## config.mk

```make
export PLATFORM = sky130hd
export DESIGN_NAME = l1_icache
export DESIGN_NICKNAME = d
export VERILOG_FILES = /design/src/rtl/icache_types.sv /design/src/rtl/icache_way.sv /design/src/rtl/l1_icache.sv
export SDC_FILE = /design/constraint.sdc
export NUM_CORES = 2
export LEC_CHECK = 0
export CAP_MARGIN = 5
export CORE_ASPECT_RATIO = 1.25
export CORE_MARGIN = 1
export CORE_UTILIZATION = 50
export CTS_CLUSTER_DIAMETER = 50
export DETAILED_ROUTE_END_ITERATION = 12
export GPL_ROUTABILITY_DRIVEN = 0
export PLACE_DENSITY = 0.73
export SETUP_SLACK_MARGIN = 0.15
export SLEW_MARGIN = 20
export SYNTH_ARGS = -nofsm -noshare
export SYNTH_HDL_FRONTEND = slang
export SYNTH_MEMORY_MAX_BITS = 65536
export SYNTH_SLANG_ARGS = --single-unit
export TNS_END_PERCENT = 10
```

## constraint.sdc

```tcl
create_clock -name clk -period 29.7 [get_ports clk]
set_input_delay 4.455 -clock clk [delete_from_list [all_inputs] [get_ports clk]]
set_output_delay 4.455 -clock clk [all_outputs]
set_load 0.1 [all_outputs]
```

## src/rtl/icache_types.sv

```systemverilog
// ============================================================================
// Module   : icache_types
// Brief    : Shared types and sizes for the L1 instruction cache.
// Revision : 1.0
// ============================================================================
`default_nettype none

package icache_types;

    localparam int S_LINE   = 256;
    localparam int S_TAG    = 32 - 5 - 3;
    localparam int NUM_SETS = 8;

    typedef logic [S_LINE-1:0] line_t;

    typedef enum logic [0:0] {
        IDLE = 1'b0,
        FILL = 1'b1
    } icache_state_t;

endpackage

`default_nettype wire

```

## src/rtl/icache_way.sv

```systemverilog
// ============================================================================
// Module   : icache_way
// Brief    : One cache way: valid/tag/data arrays, combinational read, load write.
// Revision : 1.0
// ============================================================================
`default_nettype none

module icache_way
    import icache_types::*;
#(
    parameter int S_INDEX = 3,
    parameter int TAG_W   = S_TAG
) (
    input  logic               clk,
    input  logic               rst,
    input  logic               load,
    input  logic [S_INDEX-1:0] index,
    input  logic [TAG_W-1:0]   wtag,
    input  line_t              wline,
    output logic               valid,
    output logic [TAG_W-1:0]   tag,
    output line_t              line
);

    localparam int SETS = 1 << S_INDEX;

    logic [SETS-1:0]  r_valid;
    logic [TAG_W-1:0] r_tag  [SETS];
    line_t            r_data [SETS];

    always_ff @(posedge clk) begin
        if (rst) begin
            r_valid <= '0;
        end else if (load) begin
            r_valid[index] <= 1'b1;
        end
    end

    // Tag and data need no reset: they are only trusted behind a valid bit.
    always_ff @(posedge clk) begin
        if (load) begin
            r_tag[index]  <= wtag;
            r_data[index] <= wline;
        end
    end

    assign valid = r_valid[index];
    assign tag   = r_tag[index];
    assign line  = r_data[index];

endmodule

`default_nettype wire

```

## src/rtl/l1_icache.sv

```systemverilog
// ============================================================================
// Module   : l1_icache
// Brief    : 2-way set-associative read-only L1 I-cache, same-cycle hits, line fills.
// Revision : 1.0
// ============================================================================
`default_nettype none

module l1_icache
    import icache_types::*;
#(
    parameter int S_OFFSET = 5,
    parameter int S_INDEX  = 3
) (
    input  logic        clk,
    input  logic        rst,
    input  logic        icache_read,
    input  logic [31:0] icache_addr,
    output logic [31:0] icache_rdata,
    output logic        icache_resp,
    output logic        pmem_read,
    output logic [31:0] pmem_address,
    input  line_t       pmem_rdata,
    input  logic        pmem_resp
);

    localparam int TAG_W  = 32 - S_OFFSET - S_INDEX;
    localparam int SETS   = 1 << S_INDEX;
    localparam int WSEL_W = S_OFFSET - 2;

    icache_state_t     r_state;
    logic [31:0]       r_fill_addr;
    logic [SETS-1:0]   r_lru;

    logic [S_INDEX-1:0] w_req_index;
    logic [TAG_W-1:0]   w_req_tag;
    logic [WSEL_W-1:0]  w_word;
    logic [S_INDEX-1:0] w_fill_index;
    logic [TAG_W-1:0]   w_fill_tag;
    logic [S_INDEX-1:0] w_index;

    logic [1:0]         w_valid;
    logic [TAG_W-1:0]   w_tag  [2];
    line_t              w_line [2];
    logic [1:0]         w_load;
    logic [1:0]         w_hit_way;

    logic               w_lookup;
    logic               w_hit;
    logic               w_miss;
    logic               w_hit_sel;
    logic               w_victim;
    logic               w_fill_done;
    line_t              w_sel_line;
    logic               w_unused;

    assign w_req_index  = icache_addr[S_OFFSET +: S_INDEX];
    assign w_req_tag    = icache_addr[31 -: TAG_W];
    assign w_word       = icache_addr[S_OFFSET-1:2];
    assign w_fill_index = r_fill_addr[S_OFFSET +: S_INDEX];
    assign w_fill_tag   = r_fill_addr[31 -: TAG_W];
    assign w_unused     = &{1'b0, icache_addr[1:0]};

    // During a fill the arrays look at the latched set so victim choice ignores the live PC.
    assign w_index = (r_state == FILL) ? w_fill_index : w_req_index;

    generate
        for (genvar i = 0; i < 2; i++) begin : g_way
            icache_way #(
                .S_INDEX (S_INDEX),
                .TAG_W   (TAG_W)
            ) u_way (
                .clk   (clk),
                .rst   (rst),
                .load  (w_load[i]),
                .index (w_index),
                .wtag  (w_fill_tag),
                .wline (pmem_rdata),
                .valid (w_valid[i]),
                .tag   (w_tag[i]),
                .line  (w_line[i])
            );

            assign w_hit_way[i] = w_valid[i] && (w_tag[i] == w_req_tag);
            assign w_load[i]    = w_fill_done && (w_victim == 1'(i));
        end
    endgenerate

    assign w_lookup    = (r_state == IDLE) && icache_read;
    assign w_hit       = w_lookup && (|w_hit_way);
    assign w_miss      = w_lookup && !(|w_hit_way);
    assign w_hit_sel   = w_hit_way[1];
    assign w_sel_line  = w_line[w_hit_sel];
    assign w_fill_done = (r_state == FILL) && pmem_resp;

    assign w_victim = !w_valid[0] ? 1'b0 :
                      !w_valid[1] ? 1'b1 : r_lru[w_fill_index];

    assign icache_resp  = w_hit;
    assign icache_rdata = w_hit ? w_sel_line[w_word*32 +: 32] : 32'h0;
    assign pmem_read    = (r_state == FILL);
    assign pmem_address = pmem_read ? r_fill_addr : 32'h0;

    // lru[set] names the next victim, so it always points away from the way just used.
    always_ff @(posedge clk) begin
        if (rst) begin
            r_state     <= IDLE;
            r_lru       <= '0;
            r_fill_addr <= '0;
        end else begin
            case (r_state)
                IDLE: begin
                    if (w_hit) begin
                        r_lru[w_req_index] <= ~w_hit_sel;
                    end else if (w_miss) begin
                        r_fill_addr <= {icache_addr[31:S_OFFSET], {S_OFFSET{1'b0}}};
                        r_state     <= FILL;
                    end
                end
                FILL: begin
                    if (pmem_resp) begin
                        r_lru[w_fill_index] <= ~w_victim;
                        r_state             <= IDLE;
                    end
                end
                default: r_state <= IDLE;
            endcase
        end
    end

endmodule

`default_nettype wire
```

==> results.json <==
{
  "fin_ws_ns": 11.25,
  "clock_buffers": 507,
  "cp.depth": 18,
  "timing_max_transition_violations_final": 0,
  "yosys.area_share.simple": 0.0528,
  "cellInternalPower_mw": 10.2,
  "pwr-share-comb": 0.059,
  "met1_length_um": 167000,
  "finalCritPeriodShare": 0.621,
  "seq_cells": 4532,
  "ys_cells": 9679,
  "post-cts-setup-buffers": 0,
  "max_clock_freq_mhz": 54.2,
  "switching_share": 0.220,
  "crit_path_frequent_cell": "buf_4",
  "top_cells_by_count": "edfxtp_1 (4480), o22ai_1 (1417), nor2_1 (612), o21ai_0 (494), nand2_1 (463)",
  "antenna_found_initial": 131,
  "most_common_cell": "edfxtp_1",
  "bufAreaShareNonClock": 0.0293,
  "rr_endpoint": "g_way[1].u_way.r_data[2][103]$_DFFE_PP_",
  "cp_num_buf_inv": 7,
  "hp-class": "flop to flop",
  "comb-cell-share": 0.144,
  "pwr-share-seq": 0.540,
  "nets": 10300,
  "fin_setup_tns_ns": 0,
  "synthCells": 9679,
  "worst_pin_slew_ns": 1.41,
  "use_met3": 0.0750,
  "grt_max_degree": 109,
  "area_growth_pct": 13.5,
  "fp-utilization": 0.503,
  "dominant-cell-class": "flip-flops and latches",
  "clock_cell_area_share": 0.0713,
  "synth.cellmix.adderShare": 0,
  "postSynth.asyncResetShare": 0,
  "tapCellCount": 4384,
  "cts_resized": 0,
  "reg_top3": "g_way.u_way.r_data: 4096 flops, g_way.u_way.r_tag: 384 flops, r_fill_addr: 27 flops",
  "buffers_excl_clock": 572,
  "synth_top_cell_by_area": "edfxtp_1",
  "dieArea_um2": 332000,
  "rsz0062_at_grt": "no",
  "layout_top_cells": "edfxtp_1 (4480), o22ai_1 (1417), nor2_1 (601), o21ai_0 (492), nand2_1 (462)",
  "pwr-share-clk": 0.401,
  "groute.usage.overall": 0.291,
  "drc": 0,
  "p_per_area_nw_per_um2": 70.0,
  "die_y_um": 644,
  "io-pin-count": 358,
  "netlist_area_um2": 165000,
  "rows": 235,
  "synthMuxAreaShare": 0.0106,
  "postRouteAntennaNets": 0,
  "final_cells": 14900,
  "crit_required_ns": 25.24,
  "busiest_layer": "met2",
  "whs_ns": 0.473,
  "max_cap_violations": 0,
  "top_area_frac": 0.816,
  "hp-start": "g_way[0].u_way.r_valid[0]$_SDFFE_PP0P_",
  "cts_tree": "yes",
  "max_stage_delay_ns": 1.30,
  "r2r_slack_ns": 19.95,
  "warning_count": 61,
  "ys_top_logic_family": "AND-OR/OR-AND gates",
  "p_comb_uw": 770,
  "syn_avg_cell_area_um2": 17.0,
  "hold_viol_final": 0,
  "lay_top_count": "edfxtp_1",
  "grt_pass1_vias": 97700,
  "setup_viol_count_final": 0,
  "edf_count": 4480,
  "status": "complete, no violations",
  "crit_chain": "clkdlybuf4s50_1 -> or3b_2 -> nand2_4 -> buf_4 -> buf_4 -> a32oi_1 -> a21o_1 -> a22oi_1 -> o2111ai_1 -> nor4_2 -> buf_4 -> buf_4 -> buf_4 -> o211ai_1 -> a21oi_1 -> o41ai_1 -> a221oi_1 -> clkdlybuf4s50_1",
  "core_area_um2": 328000,
  "criticalPathCategory": "input port to output port",
  "largest-register": "g_way.u_way.r_data",
  "dr.pass1.iters": 7,
  "crit_arrival_ns": 14.00,
  "highest_layer": "met5",
  "hpwl_um": 258000,
  "ys_types": 90,
  "end_kind": "output port",
  "ctsLongestPathBuffers": 4,
  "ys_seq_frac": 0.822,
  "grt_pass1_wl_um": 695000,
  "synthFlopType": "edfxtp_1",
  "mi_logic_area_um2": 27000,
  "power_leader": "sequential cells",
  "endpoint": "icache_rdata[7]",
  "cts-htree-levels": 5,
  "yosys_warnings": 0,
  "cts-root-buf": "clkbuf_16",
  "ys.flops": 4532,
  "crit_slowest_cell": "clkdlybuf4s50_1",
  "skew_ns": 0.109,
  "num-nonclk-inverters": 5,
  "yosys_area_um2": 165000,
  "dpl_worst_slack_ns": 11.57,
  "place_area_um2": 174000
}
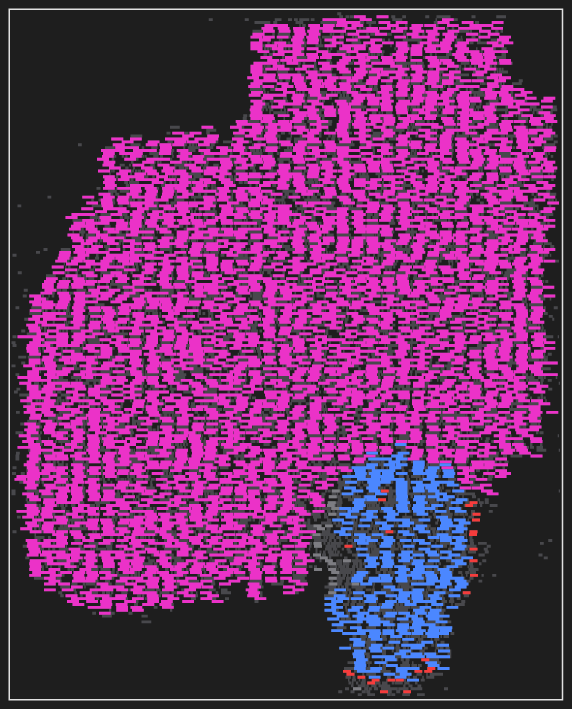
Fig. 1. Sequential cells grouped by signal name.
Other sequential cells in the stronger grey, the rest of the logic in the fainter grey.
netlist name	colour	sequential cells
`g_way.u_way.r_tag`	blue	384
`r_fill_addr`	red	27
`g_way.u_way.r_data`	magenta	4096
Flop area: 136000 µm²
fraction of area in registers: 0.724
fin util: 0.571

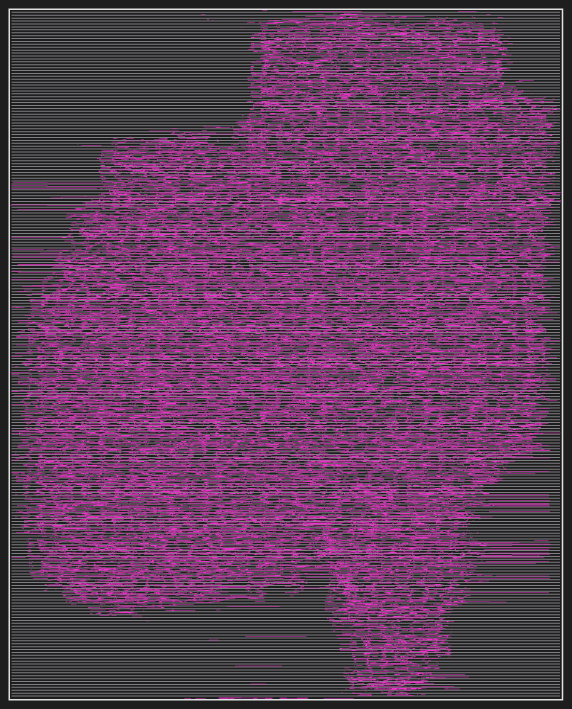
Fig. 2. Signal wires on met1.
Supply wires on this layer in grey.
nets with wire on the layer	9945
main direction	horizontal
longest straight run	133 µm
met1 GRT Util: 0.371
via count: 99800
Post-Route WL: 493000 µm

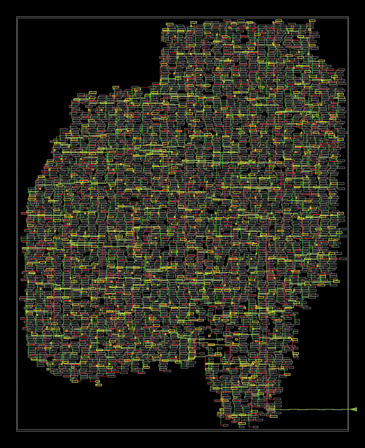
Fig. 3. Clock nets.
CTS Buf Count: 419
Clk Latency, worst-skew pair: 0.98 ns
Sink Count: 4532
clk pwr: 5.26 mW

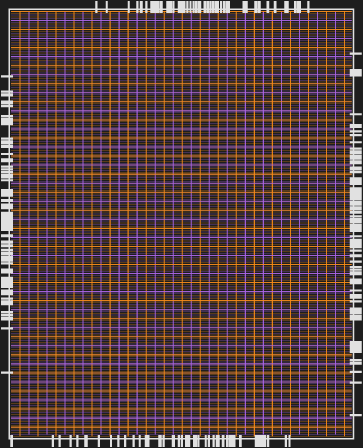
Fig. 4. PDN straps and rails.
Pins as bars on the die edge.
net	colour
VDD	purple
VSS	orange
rows	235
met4 straps	37
met1 rails	236

Power and IR drop assume default switching activity.
